===== config.mk =====
export PLATFORM = sky130hd
export DESIGN_NAME = line_buffer_scheduler
export DESIGN_NICKNAME = d
export VERILOG_FILES = /design/src/rtl/edge_detection_pkg.sv /design/src/rtl/lb_addr_gen.sv /design/src/rtl/line_buffer_scheduler.sv
export SDC_FILE = /design/constraint.sdc
export NUM_CORES = 1
export LEC_CHECK = 0
export CAP_MARGIN = 20
export CORE_MARGIN = 8
export CORE_UTILIZATION = 35
export CTS_CLUSTER_DIAMETER = 200
export DETAILED_ROUTE_END_ITERATION = 6
export GPL_TIMING_DRIVEN = 0
export PLACE_DENSITY = 0.58
export SYNTH_ARGS = -nofsm -noshare
export SYNTH_HDL_FRONTEND = slang
export SYNTH_HIERARCHICAL = 1
export SYNTH_SLANG_ARGS = --single-unit

===== constraint.sdc =====
create_clock -name I_CORE_CLK -period 3.35 [get_ports I_CORE_CLK]
set_input_delay 0.5025 -clock I_CORE_CLK [delete_from_list [all_inputs] [get_ports I_CORE_CLK]]
set_output_delay 0.5025 -clock I_CORE_CLK [all_outputs]
set_load 0.05 [all_outputs]

===== src/rtl/edge_detection_pkg.sv =====
// Shared types and defaults for the edge-detection pipeline.
package edge_detection_pkg;

  localparam int unsigned H_PIXELS_DEF = 640;
  localparam int unsigned V_LINES_DEF  = 480;

  typedef enum logic [2:0] {
    IDLE,
    WR,
    RD0,
    RD1,
    CAP,
    OUT
  } lbs_state_t;

  typedef logic [1:0] line_idx_t;
  typedef logic [7:0] pix_t;

  // Modulo-3 increment of a line-buffer slot index.
  function automatic line_idx_t line_inc(input line_idx_t l);
    return (l == 2'd2) ? 2'd0 : l + 2'd1;
  endfunction

endpackage


===== src/rtl/lb_addr_gen.sv =====
// Line-buffer SRAM address: constant per-line base selected by line index, plus column.
module lb_addr_gen
  import edge_detection_pkg::*;
#(
  parameter int unsigned H_PIXELS = H_PIXELS_DEF,
  parameter int unsigned ADDR_W   = 11
) (
  input  line_idx_t         line_idx,
  input  logic [9:0]        x,
  output logic [ADDR_W-1:0] addr
);

  localparam logic [ADDR_W-1:0] BASE1 = ADDR_W'(H_PIXELS);
  localparam logic [ADDR_W-1:0] BASE2 = ADDR_W'(2 * H_PIXELS);

  logic [ADDR_W-1:0] base;

  always_comb begin
    base = '0;
    case (line_idx)
      2'd1:    base = BASE1;
      2'd2:    base = BASE2;
      default: base = '0;
    endcase
  end

  assign addr = base + ADDR_W'(x);

endmodule


===== src/rtl/line_buffer_scheduler.sv =====
// Time-shares a single-port 3-line SRAM between pixel writes and column reads,
// emitting one vertical 3-pixel column per accepted greyscale pixel.
module line_buffer_scheduler
  import edge_detection_pkg::*;
#(
  parameter int unsigned H_PIXELS = H_PIXELS_DEF,
  parameter int unsigned V_LINES  = V_LINES_DEF,
  parameter int unsigned ADDR_W   = 11
) (
  input  logic              I_CORE_CLK,
  input  logic              I_RST,
  input  logic              I_PIX_VALID,
  input  logic [7:0]        I_PIX_DATA,
  input  logic              I_SOF,
  input  logic              I_SOL,
  output logic              O_PIX_READY,
  output logic              O_RAM_EN,
  output logic              O_RAM_WE,
  output logic [ADDR_W-1:0] O_RAM_ADDR,
  output logic [7:0]        O_RAM_WDATA,
  input  logic [7:0]        I_RAM_RDATA,
  output logic              O_COL_VALID,
  output logic [23:0]       O_COL_DATA,
  output logic [9:0]        O_COL_X,
  output logic [8:0]        O_COL_Y,
  input  logic              I_COL_READY,
  output logic              O_ERR_SYNC
);

  localparam logic [9:0] X_LAST = 10'(H_PIXELS - 1);
  localparam logic [8:0] Y_LAST = 9'(V_LINES - 1);

  lbs_state_t state, state_d;

  // Position of the next expected pixel
  logic [9:0] x_q;
  logic [8:0] y_q;
  line_idx_t  line_q;
  logic [1:0] rows_q;
  logic       done_q;
  logic       err_q;
  logic       ready_q;

  // Latched pixel and its resolved position
  pix_t       pix_q;
  logic [9:0] pix_x;
  logic [8:0] pix_y;
  line_idx_t  pix_line;
  logic [1:0] pix_rows;
  pix_t       oldest_q;
  pix_t       middle_q;

  logic       accept;
  logic [9:0] pos_x, nxt_x;
  logic [8:0] pos_y, nxt_y;
  line_idx_t  pos_line, nxt_line;
  logic [1:0] pos_rows, nxt_rows;
  logic       pos_done, nxt_done;
  logic       err_set;

  logic              ram_en, ram_we;
  line_idx_t         rd_line;
  logic [ADDR_W-1:0] gen_addr;

  // Ready is registered so it is low while reset is asserted.
  assign accept = I_PIX_VALID & ready_q;

  // Resolve where the incoming pixel lands (SOF, then SOL realign), then advance.
  always_comb begin
    pos_x    = x_q;
    pos_y    = y_q;
    pos_line = line_q;
    pos_rows = rows_q;
    pos_done = done_q;
    err_set  = 1'b0;
    if (I_SOF) begin
      pos_x    = '0;
      pos_y    = '0;
      pos_line = '0;
      pos_rows = '0;
      pos_done = 1'b0;
    end else begin
      if (I_SOL && (x_q != '0)) begin
        err_set  = 1'b1;
        pos_x    = '0;
        pos_line = line_inc(line_q);
        if (rows_q != 2'd2) pos_rows = rows_q + 2'd1;
        if (y_q == Y_LAST) pos_done = 1'b1;
        else               pos_y    = y_q + 9'd1;
      end
      if (pos_done) err_set = 1'b1;
    end

    nxt_x    = pos_x + 10'd1;
    nxt_y    = pos_y;
    nxt_line = pos_line;
    nxt_rows = pos_rows;
    nxt_done = pos_done;
    if (pos_x == X_LAST) begin
      nxt_x    = '0;
      nxt_line = line_inc(pos_line);
      if (pos_rows != 2'd2) nxt_rows = pos_rows + 2'd1;
      if (pos_y == Y_LAST) nxt_done = 1'b1;
      else                 nxt_y    = pos_y + 9'd1;
    end
  end

  always_comb begin
    state_d = state;
    ram_en  = 1'b0;
    ram_we  = 1'b0;
    rd_line = pix_line;
    case (state)
      IDLE: if (accept) state_d = WR;
      WR: begin
        ram_en  = 1'b1;
        ram_we  = 1'b1;
        state_d = RD0;
      end
      RD0: begin
        ram_en  = 1'b1;
        rd_line = line_inc(pix_line);
        state_d = RD1;
      end
      RD1: begin
        ram_en  = 1'b1;
        rd_line = line_inc(line_inc(pix_line));
        state_d = CAP;
      end
      CAP:     state_d = OUT;
      OUT:     if (I_COL_READY) state_d = IDLE;
      default: state_d = IDLE;
    endcase
  end

  always_ff @(posedge I_CORE_CLK or posedge I_RST) begin
    if (I_RST) begin
      state    <= IDLE;
      ready_q  <= 1'b0;
      x_q      <= '0;
      y_q      <= '0;
      line_q   <= '0;
      rows_q   <= '0;
      done_q   <= 1'b0;
      err_q    <= 1'b0;
      pix_q    <= '0;
      pix_x    <= '0;
      pix_y    <= '0;
      pix_line <= '0;
      pix_rows <= '0;
      oldest_q <= '0;
      middle_q <= '0;
    end else begin
      state   <= state_d;
      ready_q <= (state_d == IDLE);
      if (accept) begin
        x_q      <= nxt_x;
        y_q      <= nxt_y;
        line_q   <= nxt_line;
        rows_q   <= nxt_rows;
        done_q   <= nxt_done;
        pix_q    <= I_PIX_DATA;
        pix_x    <= pos_x;
        pix_y    <= pos_y;
        pix_line <= pos_line;
        pix_rows <= pos_rows;
        if (I_SOF)        err_q <= 1'b0;
        else if (err_set) err_q <= 1'b1;
      end
      // Rows not yet written this frame read as zero instead of stale RAM data.
      if (state == RD1) oldest_q <= pix_rows[1] ? I_RAM_RDATA : '0;
      if (state == CAP) middle_q <= (pix_rows != 2'd0) ? I_RAM_RDATA : '0;
    end
  end

  lb_addr_gen #(
    .H_PIXELS (H_PIXELS),
    .ADDR_W   (ADDR_W)
  ) u_addr_gen (
    .line_idx (rd_line),
    .x        (pix_x),
    .addr     (gen_addr)
  );

  assign O_PIX_READY = ready_q;
  assign O_RAM_EN    = ram_en;
  assign O_RAM_WE    = ram_we;
  assign O_RAM_ADDR  = ram_en ? gen_addr : '0;
  assign O_RAM_WDATA = (state == WR) ? pix_q : '0;
  assign O_COL_VALID = (state == OUT);
  assign O_COL_DATA  = {oldest_q, middle_q, pix_q};
  assign O_COL_X     = pix_x;
  assign O_COL_Y     = pix_y;
  assign O_ERR_SYNC  = err_q;

endmodule


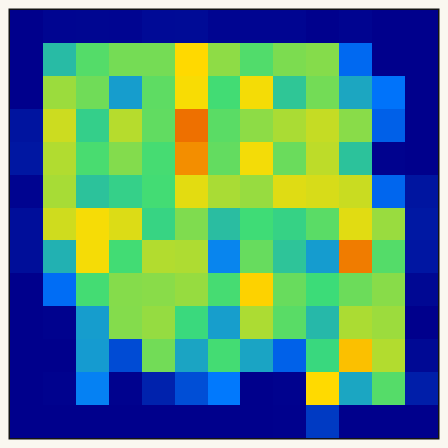
run_1/cell_density.png
The die is cut into 13 by 13 equal tiles; dark blue is low, red is high, 0 to 100% covered.
mean over tiles: 36%
emptiest ninth of the die: lower left
tiles over 75% full: 4.1%
nearly empty tiles: 27%

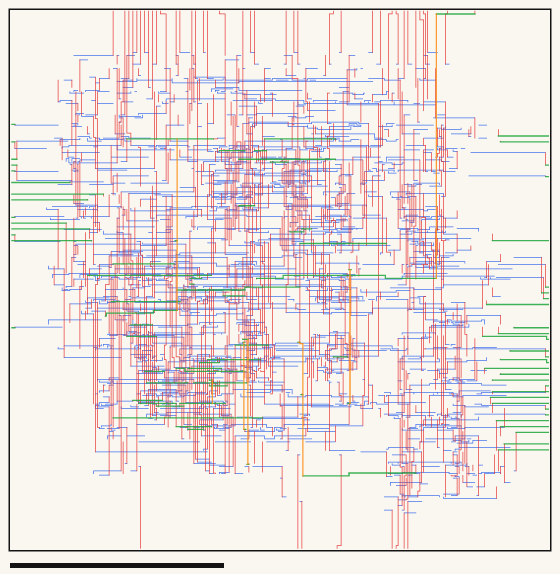
run_1/wires.png
Scale bar: 50 um.
legend:
  green:
    layer: metal 3
    wire_length: 830 um
  orange:
    layer: metal 4
    wire_length: 221 um
  red:
    layer: metal 2
    wire_length: 6350 um
  blue:
    layer: metal 1
    wire_length: 5620 um
WL per Instance: 17.1 um
via count: 4088

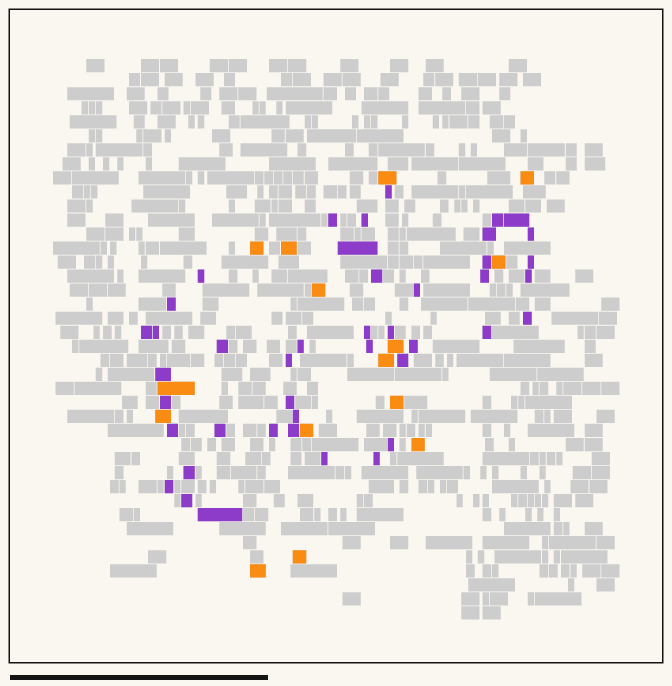
run_1/logic_types.png
Scale bar: 50 um.
legend:
  purple:
    family: NOR gates
    cells: 43
    most_used: nor2_1
  orange:
    family: AND-OR and OR-AND gates
    cells: 15
    most_used: a21o_1
non-filler instance count after layout: 763
multi-input gate share of total cell area: 0.380
Commonest Layout Cell: nand2_1

==> writeup.txt, run 1 <==
The main area contributors are dfrtp_1 (45%), nand2_1 (11%), o21ai_0 (5.3%). With the global-route usage over all layers at 0.164, the antenna diode count is 0. Global routing put the most usage on met2. The proportion of synthesized flip-flops having asynchronous set or reset was 1.00; the largest fanout on the critical path was 5.

The power per cell area is 805 nW/um^2. The largest single stage delay on the critical path is 0.59 ns. The share of the cycle needed by the critical path after routing is 0.979. Per the timing report, the achievable frequency comes out to 305 MHz. Iteration tally of the first detailed-router pass: 5. The total overflow left after global routing is 0.

The number of different library cells in the post-synthesis netlist was 65. The library cell used as clock root buffer is clkbuf_16. The run gives 525 for the number of nets at floorplan. The total number of nets in the final design came out at 643. The run gives 0.357 as the core utilization at floorplan. The endpoint identified for the worst register-to-register timing path is y_q[5]$_DFFE_PP0P_. The tools report the global-route met3 utilization as 0.0482. Yosys mapped a number of flops with a built-in enable equal to 0.

Setup total negative slack on the finished layout was measured at 0 ns. For the final database, setup skew stands at 0.00626 ns. The critical path starts at x_q[5]$_DFFE_PP0P_. After its last routability iteration, the placer logged a weighted congestion of 0.852. With the register bit total from synthesis at 76, the CTS clock-pin slew for the worst setup and hold paths is 0.06 ns. With the area of the mapped netlist at 4270 um^2, the total power consumption of the routed design is 4.79 mW.

The quantity of hold-fixing buffers added after cts is 0, and the floorplan core area is 12000 um^2. The share of cells above drive strength 1 was 0.148; the half-perimeter wire length of the detailed placement result was 9220 um. The signal on the critical path passes through or4_4, o41ai_4, and2_4, ha_4, nand2_2, nor4_4, buf_4, nand2_2, or4_1, a31oi_1. The worst setup path is launched from a flop.

The number of gates on the worst path with buffers counted works out to 10. STA puts the critical path data required time at 3.62 ns. Clock tree synthesis inserted a total of 9 buffers. The dominant cell by count in the synthesized netlist was nand2_1.

The run finished with clean final reports. Counting pins that exceed their max-slew limit in the final report gives 0. CTS reports a maximum clock tree buffer depth of 2. The floorplan step set the die height to 126 um. With the area growth from synthesis to layout at 39.7%, the time the worst path needs with I/O delays and setup is 3.28 ns. Data on the critical path arrives at its endpoint at 3.55 ns.

The sequential area share after synthesis is 0.446. Among cell families on the critical path, the largest total delay comes from simple AND/OR/NAND/NOR gates. Entering global routing, the biggest net connects 55 pins.

Number of cells traversed by the worst register-to-register path: 10. The slew at the pin closest to its max-slew limit was 0.622 ns. According to the timing report, the critical path is captured at y_q[5]$_DFFE_PP0P_. Buffers placed on the I/O ports in this run total 88. The run gives 0.07 ns as the flop-to-flop setup slack. Most used cell along the critical path: nand2_2. TritonCTS reports the number of clock sinks as 76. For this run, the final setup violation count is recorded as 0.

The floorplan step set the die width to 126 um. Per the detail_route report, vias per standard cell equal 5.36. The first-pass GRT wire length was 21200 um; the count of routing violations after the opening detailed-route iteration was 344. The area recorded from the Yosys report for this design is 4270 um^2. The tool warning count for the run is 27. The max-slew headroom at the worst pin is 0.585, and the clock insertion delay at the later pin of the skew report is 0.34 ns. The cell accounting for the most synthesized area is dfrtp_1.

Looking at the cell usage after synthesis, the top flip-flop cell is dfrtp_1. The highest metal layer used by the detailed router is met4. TritonCTS built the clock tree.

For the number of H-tree levels, the log shows 3. Per the detail_route report, DRC violations left total 0. The area enclosed by the die boundary is 16000 um^2. The cell row count is 40.

According to the hold report, the worst path is of the in2async type. The tools report the met2 usage in global routing as 0.266. During I/O placement, the number of pins put on the boundary was 89. The post-synthesis area per instance came out at 8.63 um^2.

The final report gives the standard cell area, fillers excluded, as 5960 um^2. The slowest cell on the critical path is or4_4. Warnings reported by Yosys during synthesis add up to 6. The number of antenna violations at the first check in global routing is 0, and the max-capacitance violation count is 0. The run gives 494 as the cell count listed in synth_stat.txt. For the detailed-route wire length on metal 1, the log shows 5620 um.

The pre-CTS setup slack came out at -1.06 ns. The sum of buffers and inverters on the critical path is 1, and the via count of the first global-routing pass is 4088. In the synthesized netlist, the number of instances is 494.

For the met2 routed wirelength, the log shows 6350 um. The run gives 0.498 as the utilization after layout. Summed over all layers, the routed wires come to 13000 um.
## run 1: sequential cells by signal, indices dropped and copies added (netlist names)
signal / flops
O_COL_X: 10
x_q: 10
O_COL_Y: 9
y_q: 9
middle_q: 8
oldest_q: 8
pix_q: 8
state: 3
line_q: 2
pix_line: 2
pix_rows: 2
rows_q: 2
O_ERR_SYNC: 1
O_PIX_READY: 1
done_q: 1
## run 1: cells in the final DEF (no fill, tap or decap), types with 6 or more instances in the layout
master | synthesis | layout
o21ai_0 | 45 | 44
dfrtp_1 | 76 | 70
xnor2_1 | 8 | 7
dfrtp_2 | 0 | 6
ha_1 | 8 | 6
nand2b_1 | 6 | 6
o31ai_1 | 11 | 11
clkdlybuf4s50_1 | 0 | 85
clkbuf_1 | 25 | 20
buf_4 | 9 | 29
inv_1 | 7 | 6
and2_1 | 26 | 22
nand2_1 | 120 | 118
a21o_1 | 7 | 7
nor3_1 | 10 | 10
nor2_1 | 19 | 17
clkbuf_16 | 0 | 9
nand3_1 | 18 | 18
a21oi_1 | 14 | 14
## run 1: power breakdown
group | switching (mW) | internal [mW]
clock | 0.383 | 0.669
combinational | 1.55 | 0.823
sequential | 0.214 | 1.15
## run 1: cell type report
cell class,count,area (um^2)
plain buffers,34,188
flip-flops and latches,76,1910
repair buffers,111,1070
multi-input cells,373,2260
clock buffers,11,243
clock inverters,4,73.8
fillers,1117,6000
inverters,7,28.8
well taps,147,184
## run 1: cells by family after synthesis
group                      Yosys count  synth area share
AOI/OAI and AO/OA                  113             0.176
xor gates and xnor gates            10            0.0205
adders and majority gates            9            0.0282
buffers and inverters               45            0.0496
DFF                                 76             0.446
muxes                                6            0.0147
and+or+nand+nor                    235             0.265
## run 1: what timing repair did
item	4_1_cts	5_1_grt
endpoints found under the setup margin	21	22
gates resized	27	23
buffers inserted	10	11
pin swaps	6	8
--- run 2 (diff from run 1) ---
--- a/config.mk
+++ b/config.mk
@@ -8,6 +8,7 @@
 export CAP_MARGIN = 20
 export CORE_MARGIN = 8
 export CORE_UTILIZATION = 35
+export CTS_BUF_LIST = sky130_fd_sc_hd__clkbuf_4
 export CTS_CLUSTER_DIAMETER = 200
 export DETAILED_ROUTE_END_ITERATION = 6
 export GPL_TIMING_DRIVEN = 0
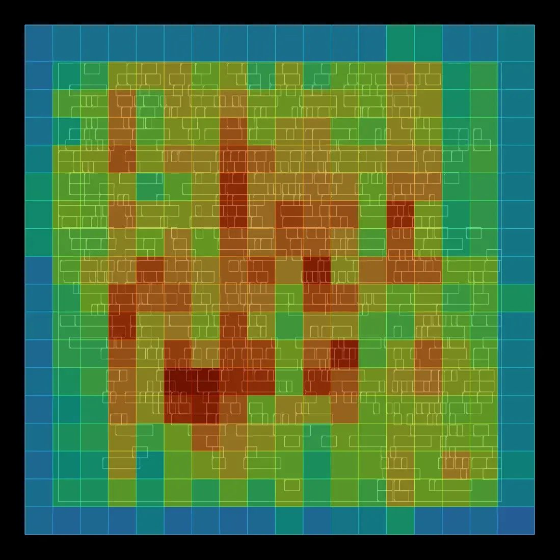
run_2/congestion.png
most heavily used metal layer in global routing: met2
met3 global-route usage: 0.0503
met2 Resource Use GR: 0.265
global routing usage summed across all routing layers: 0.165

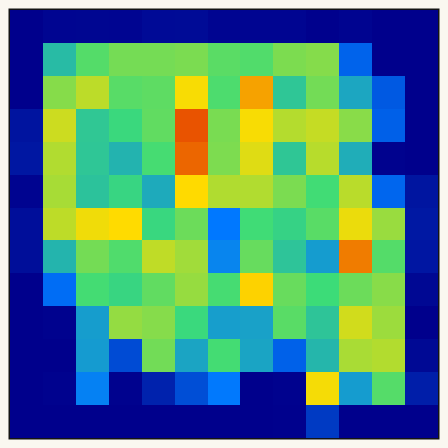
run_2/cell_density.png
The die is cut into 13 by 13 equal tiles; dark blue is low, red is high, 0 to 100% covered.
tiles over 75% full: 4.1%
mean over tiles: 35%
densest ninth of the die: centre
placeable core region: 12000 um^2
core utilization at floorplan: 0.357
Final Util: 0.486

==> run 2 against run 1 <==
  * First-iteration DRC count is 9.6% lower
  * Non-clock buffer count is 3 higher
  * Core utilization fell by 1.3 points
  * Highest routed layer unchanged
==> writeup.txt, run 2 <==
The run gives 0 (unchanged) for the final setup violation count. The run gives 0.10 ns (+0.03 ns) as the flop-to-flop setup slack. The most frequent logic cell in the layout is nand2_1. The time the worst path needs with I/O delays and setup works out to 3.25 ns (-0.0320 ns).

With the slew at the pin closest to its max-slew limit at 0.608 ns (-0.0139 ns), the final wirelength is 13100 um (+0.36%). The most common logic cells in the final layout are nand2_1 (118), clkdlybuf4s50_1 (84), dfrtp_1 (67), o21ai_0 (44), buf_4 (34). The maximum clock insertion buffer count was 2 (unchanged); the mean routed wirelength per cell was 17.0 um (-0.16%).

The tools report the worst path required time as 3.75 ns (+0.13 ns). The y dimension of the die is 126 um (unchanged). For the count of routing violations after the opening detailed-route iteration, the log shows 311 (-9.6%). Library cell used as clock root buffer: clkbuf_4. The dominant cell by count in the synthesized netlist is nand2_1.

The number of filler instances in the final layout came out at 1138 (+1.9%). The total clock buffers created by CTS is 9 (unchanged). The kind of path behind the tightest hold check was in2async.

The CTS clock-pin slew for the worst setup and hold paths was 0.13 ns (+0.07 ns). The area figure in the yosys stat output is 4270 um^2 (unchanged), and the share of synthesized cell area in and, or, nand and nor gates is 0.265 (unchanged). Area share of xor/xnor cells in the synthesized design: 0.0205 (unchanged). The post-synth tally of flip-flops with integrated enable works out to 0 (unchanged).

The share of synthesized cell area in and-or and or-and compound cells works out to 0.176 (unchanged). With the count of vias placed by the detailed router at 4106 (+0.44%), the sum of buffers and inverters on the critical path is 1 (unchanged). In this run the critical path is formed by ha_1, buf_4, nand4_1, or4b_4, a311oi_4, o22ai_1, or3_4, or4_1, a31oi_1. The cell accounting for the most synthesized area is dfrtp_1. The detailed-route wire length on metal 1 was 5630 um (+0.18%); the delay contributed by the slowest stage of the critical path was 0.63 ns (+0.04 ns). The overall die width came out at 126 um (unchanged).

The tools report the iteration tally of the first detailed-router pass as 5 (unchanged). The proportion of synthesized flip-flops having asynchronous set or reset works out to 1.00 (unchanged). With the cell count listed in synth_stat.txt at 494 (unchanged), the pin count of the biggest net entering global routing is 55 (unchanged).

The number of warnings the tools reported is 28 (+3.7%). The count of input and output buffers works out to 88 (unchanged). Pre-CTS setup slack: -1.06 ns (unchanged). The share of cells above drive strength 1 is 0.157 (+0.00898). Origin of the worst setup path: y_q[1]$_DFFE_PP0P_. The run gives 646 (+0.47%) as the total number of nets in the final design. The multiplexer area fraction after synthesis is 0.0147 (unchanged), and the post-synthesis area per instance is 8.63 um^2 (unchanged). The run gives 0 (unchanged) for the quantity of hold-fixing buffers added after cts.

With the clock insertion delay at the later pin of the skew report at 0.46 ns (+0.12 ns), the post-route non-filler standard cell count is 767 (+0.52%). The cell row count came out at 40 (unchanged). With the boundary pin count at 89 (unchanged), the number of cells produced by synthesis is 494 (unchanged).

The number of nets at floorplan came out at 525 (unchanged). Highest metal layer used by the detailed router: met4. The terminus of the critical flop-to-flop path is y_q[5]$_DFFE_PP0P_.

In this run the layout overhead on the synthesized area is reported as 36.2%. Power per cell area: 753 nW/um^2 (-6.4%). Sorting the synthesized cells by area gives the leading types as dfrtp_1 (45%), nand2_1 (11%), o21ai_0 (5.3%). The run gives 3 (unchanged) as the number of H-tree levels.

The maximum achievable frequency is 308 MHz (+0.98%). Share of the cycle needed by the critical path after routing: 0.970 (-0.00955). The run finished with clean final reports.

The run gives 0.446 (unchanged) for the sequential area share after synthesis. The number of cells traversed by the worst register-to-register path came out at 9 (-1). The weighted congestion reported at the end of routability-driven placement came out at 0.852 (unchanged). The remaining routing DRC violations is 0 (unchanged). Max-capacitance violation count: 0 (unchanged). TritonCTS built the clock tree.

Looking at the cell usage after synthesis, the top flip-flop cell is dfrtp_1. With the register bit total from synthesis at 76 (unchanged), the largest fanout on the critical path is 10 (+5). The first-pass GRT wire length was 21300 um (+0.23%).

The number of antenna violations at the first check in global routing is 1 (+1), and the arrival time of the worst setup path is 3.65 ns (+0.10 ns). Counting tap cells, the placed design contains a total of 731 instances. The biggest combinational cell group after synthesis is simple AND/OR/NAND/NOR gates. Area enclosed by the die boundary: 16000 um^2 (unchanged).

STA classifies the critical path startpoint as a flop. Area of the mapped netlist: 4270 um^2 (unchanged). The tools report the number of different library cells in the post-synthesis netlist as 65 (unchanged).

The run gives 0.0155 ns (+0.00924 ns) as the worst clock skew. The yosys synthesis warning count is 6 (unchanged).
## run 2: cell counts after synthesis
Identical to the previous run, type by type.
## run 2: how the worst max path moves through the flow
| stage | end | cells after the start |
|---|---|---|
| detailed placement | y_q[2]$_DFFE_PP0P_ | 11 |
| finish | y_q[5]$_DFFE_PP0P_ | 9 |
| CTS | y_q[2]$_DFFE_PP0P_ | 8 |
| global placement | y_q[2]$_DFFE_PP0P_ | 11 |
| floorplan | y_q[5]$_DFFE_PP0P_ | 12 |
| global route | O_RAM_ADDR[10] | 10 |
## run 2: layout make-up
class | instances | area (um^2) | share of cell area
Antenna cell | 1 | 2.50 | 0.000431
Buffer | 33 | 173 | 0.0297
Clock buffer | 10 | 75.1 | 0.0129
Clock inverter | 5 | 77.6 | 0.0134
Inverter | 7 | 28.8 | 0.00495
Multi-Input combinational cell | 373 | 2260 | 0.389
Sequential cell | 76 | 1910 | 0.329
Tap cell | 147 | 184 | 0.0317
Timing Repair Buffer | 115 | 1090 | 0.188
## run 2: per-stage QoR
stage	util	hold WS (ns)	setup TNS, ns	cell area [um^2]	power, mW
final	0.486	0.339	0	5810	4.37
after global routing	0.486	0.319	-0.202	5810	4.66
after CTS	0.473	0.322	-0.00276	5660	4.37
after detailed placement	0.449	0.470	-12.15	5370	3.67
after global placement	0.446	0.457	-46.12	5340	3.62
after floorplan	-	0.442	0	4270	2.90
## run 2: repair_timing
item                                    4_1_cts  5_1_grt
resized                                      32       21
pin swaps                                     6       10
endpoints found under the setup margin       23       19
setup buffers                                11       14
## run 2: power breakdown
group | total (mW) | switching, mW | internal [mW]
Clock | 0.650 | 0.345 | 0.305
Combinational | 2.37 | 1.56 | 0.808
Sequential | 1.36 | 0.205 | 1.15
Total | 4.37 | 2.11 | 2.26
--- run 3 (diff from run 2) ---
--- a/config.mk
+++ b/config.mk
@@ -12,6 +12,7 @@
 export CTS_CLUSTER_DIAMETER = 200
 export DETAILED_ROUTE_END_ITERATION = 6
 export GPL_TIMING_DRIVEN = 0
+export HOLD_SLACK_MARGIN = 0.05
 export PLACE_DENSITY = 0.58
 export SYNTH_ARGS = -nofsm -noshare
 export SYNTH_HDL_FRONTEND = slang
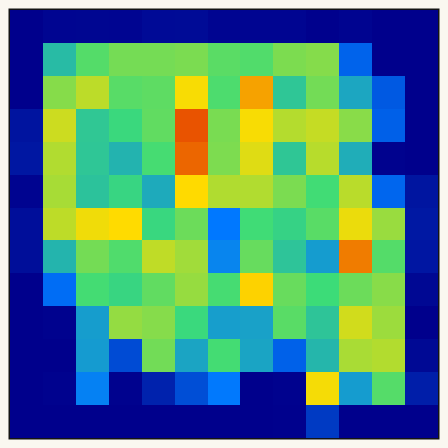
run_3/cell_density.png
The die is cut into 13 by 13 equal tiles; dark blue is low, red is high, 0 to 100% covered.
emptiest ninth of the die: lower left
fullest tile: 91%
densest ninth of the die: centre
tiles over 75% full: 4.1%

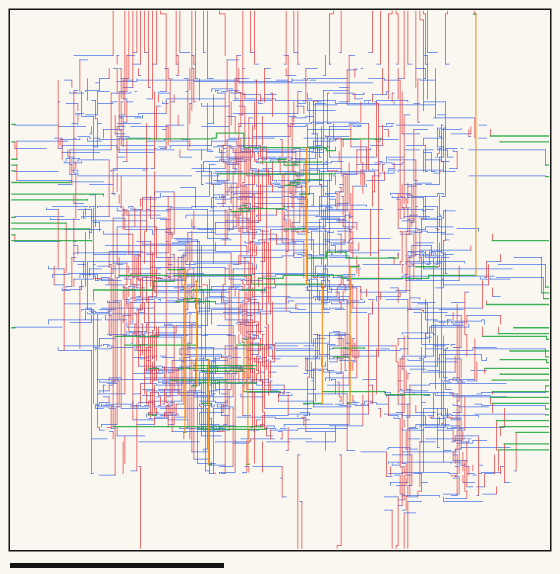
run_3/wires.png
Scale bar: 50 um.
WL per Instance: 17.0 um
aggregate routed wire length: 13100 um

==> run 3 against run 2 <==
  * Wire length unchanged
  * Cell count unchanged
  * Clock power about the same
  * Setup slack unchanged
  * Critical path depth unchanged
  * Synthesized cell count unchanged
  * Global-route usage unchanged
==> writeup.txt, run 3 <==
With the power per cell area at 753 nW/um^2 (unchanged), the met2 usage in global routing is 0.265 (unchanged). TritonCTS built the clock tree. The part of the total power dissipated in combinational logic was 0.541 (about the same); the detailed-route wire length on metal 1 was 5630 um (unchanged). The logs give 89 (unchanged) for the boundary pin count and 0.0503 (unchanged) for the global-route met3 utilization.

The post-synthesis area per instance was 8.63 um^2 (unchanged). The post-CTS setup buffer count was 11 (unchanged). Number of cells produced by synthesis: 494 (unchanged). The run gives 5 (unchanged) as the iteration tally of the first detailed-router pass. Delay contributed by the slowest stage of the critical path: 0.63 ns (about the same). The floorplan core area was 12000 um^2 (unchanged); the time the worst path needs with I/O delays and setup was 3.25 ns (unchanged). The tools report the net load switching power as 2.11 mW (unchanged). The worst clock skew is 0.0155 ns (unchanged), and the max-capacitance violation count is 0 (unchanged).

The flop-to-flop setup slack came out at 0.10 ns (about the same). The post-route non-filler standard cell count is 767 (unchanged), and the number of antenna violations at the first check in global routing is 1 (unchanged). The number of cells in the design after placement came out at 731 (unchanged). The area enclosed by the die boundary was 16000 um^2 (unchanged). The run finished with clean final reports. The tools report the worst path required time as 3.75 ns (about the same). The register share of total power is 0.310 (about the same), and the quantity of hold-fixing buffers added after cts is 0 (unchanged). Looking at the clock tree report, the root buffer type is clkbuf_4. The logs give 0.357 (unchanged) for the core utilization at floorplan and 40 (unchanged) for the cell row count.

The most common cell in the synthesized netlist is nand2_1. The number of cells traversed by the worst register-to-register path works out to 9 (unchanged). For the area of the mapped netlist, the log shows 4270 um^2 (unchanged). The share of synthesized cell area in and, or, nand and nor gates came out at 0.265 (unchanged). OpenSTA lists the critical path startpoint as y_q[1]$_DFFE_PP0P_. The critical path capture point was y_q[5]$_DFFE_PP0P_.

The CTS clock-pin slew for the worst setup and hold paths works out to 0.13 ns (about the same). The run gives 21300 um (unchanged) for the first-pass GRT wire length. The post-synth tally of flip-flops with integrated enable is 0 (unchanged), and the part of the power in the clock network is 0.149 (about the same).

The tools report the maximum clock insertion buffer count as 2 (unchanged). The maximum achievable frequency was 308 MHz (unchanged). The largest fanout on the critical path was 10 (unchanged).
==> run 3: metrics by stage <==
stage | power, mW | utilization | worst slack, ns
floorplan | 2.90 | - | 0.00483
finish | 4.37 | 0.486 | 0.101
detailed placement | 3.67 | 0.449 | -1.06
CTS | 4.37 | 0.473 | -0.00276
global placement | 3.62 | 0.446 | -1.10
global route | 4.66 | 0.486 | -0.0695
==> run 3: critical path: cells and delay by family, from the launching register on <==
| family | cells | cell delay (ns) |
|---|---|---|
| flip-flops | 1 | 0.46 |
| adder cells (fa/ha/maj) | 1 | 0.18 |
| AND/OR/NAND/NOR | 4 | 1.64 |
| buffers and inverters | 1 | 0.18 |
| AND-OR/OR-AND | 3 | 0.71 |
==> run 3: final cells by class <==
class                      count  area, um^2  share of cell area
antenna                        1        2.50            0.000431
buffer                        33         173              0.0297
clock buffer                  10        75.1              0.0129
clock inverter                 5        77.6              0.0134
inverter                       7        28.8             0.00495
multi-input combinational    373        2260               0.389
sequential                    76        1910               0.329
tap                          147         184              0.0317
timing repair buffer         115        1090               0.188
==> run 3: logic make-up (layout without fill, tap and decap cells) <==
group | Yosys count | after routing
other cells | 0 | 1
fa+ha+maj | 9 | 9
xor+xnor | 10 | 10
buf+inv | 45 | 170
compound gates | 113 | 113
mux | 6 | 6
flops | 76 | 76
simple gates | 235 | 235
==> run 3: power by group through the flow <==
| stage | clock network [mW] | logic [mW] | registers (mW) |
|---|---|---|---|
| final | 0.650 | 2.37 | 1.36 |
| after global routing | 0.705 | 2.56 | 1.40 |
| after CTS | 0.667 | 2.35 | 1.35 |
| after detailed placement | 0 | 2.34 | 1.33 |
| after global placement | 0 | 2.30 | 1.33 |
| after floorplan | 0 | 1.11 | 1.79 |
Power and IR drop assume default switching activity.
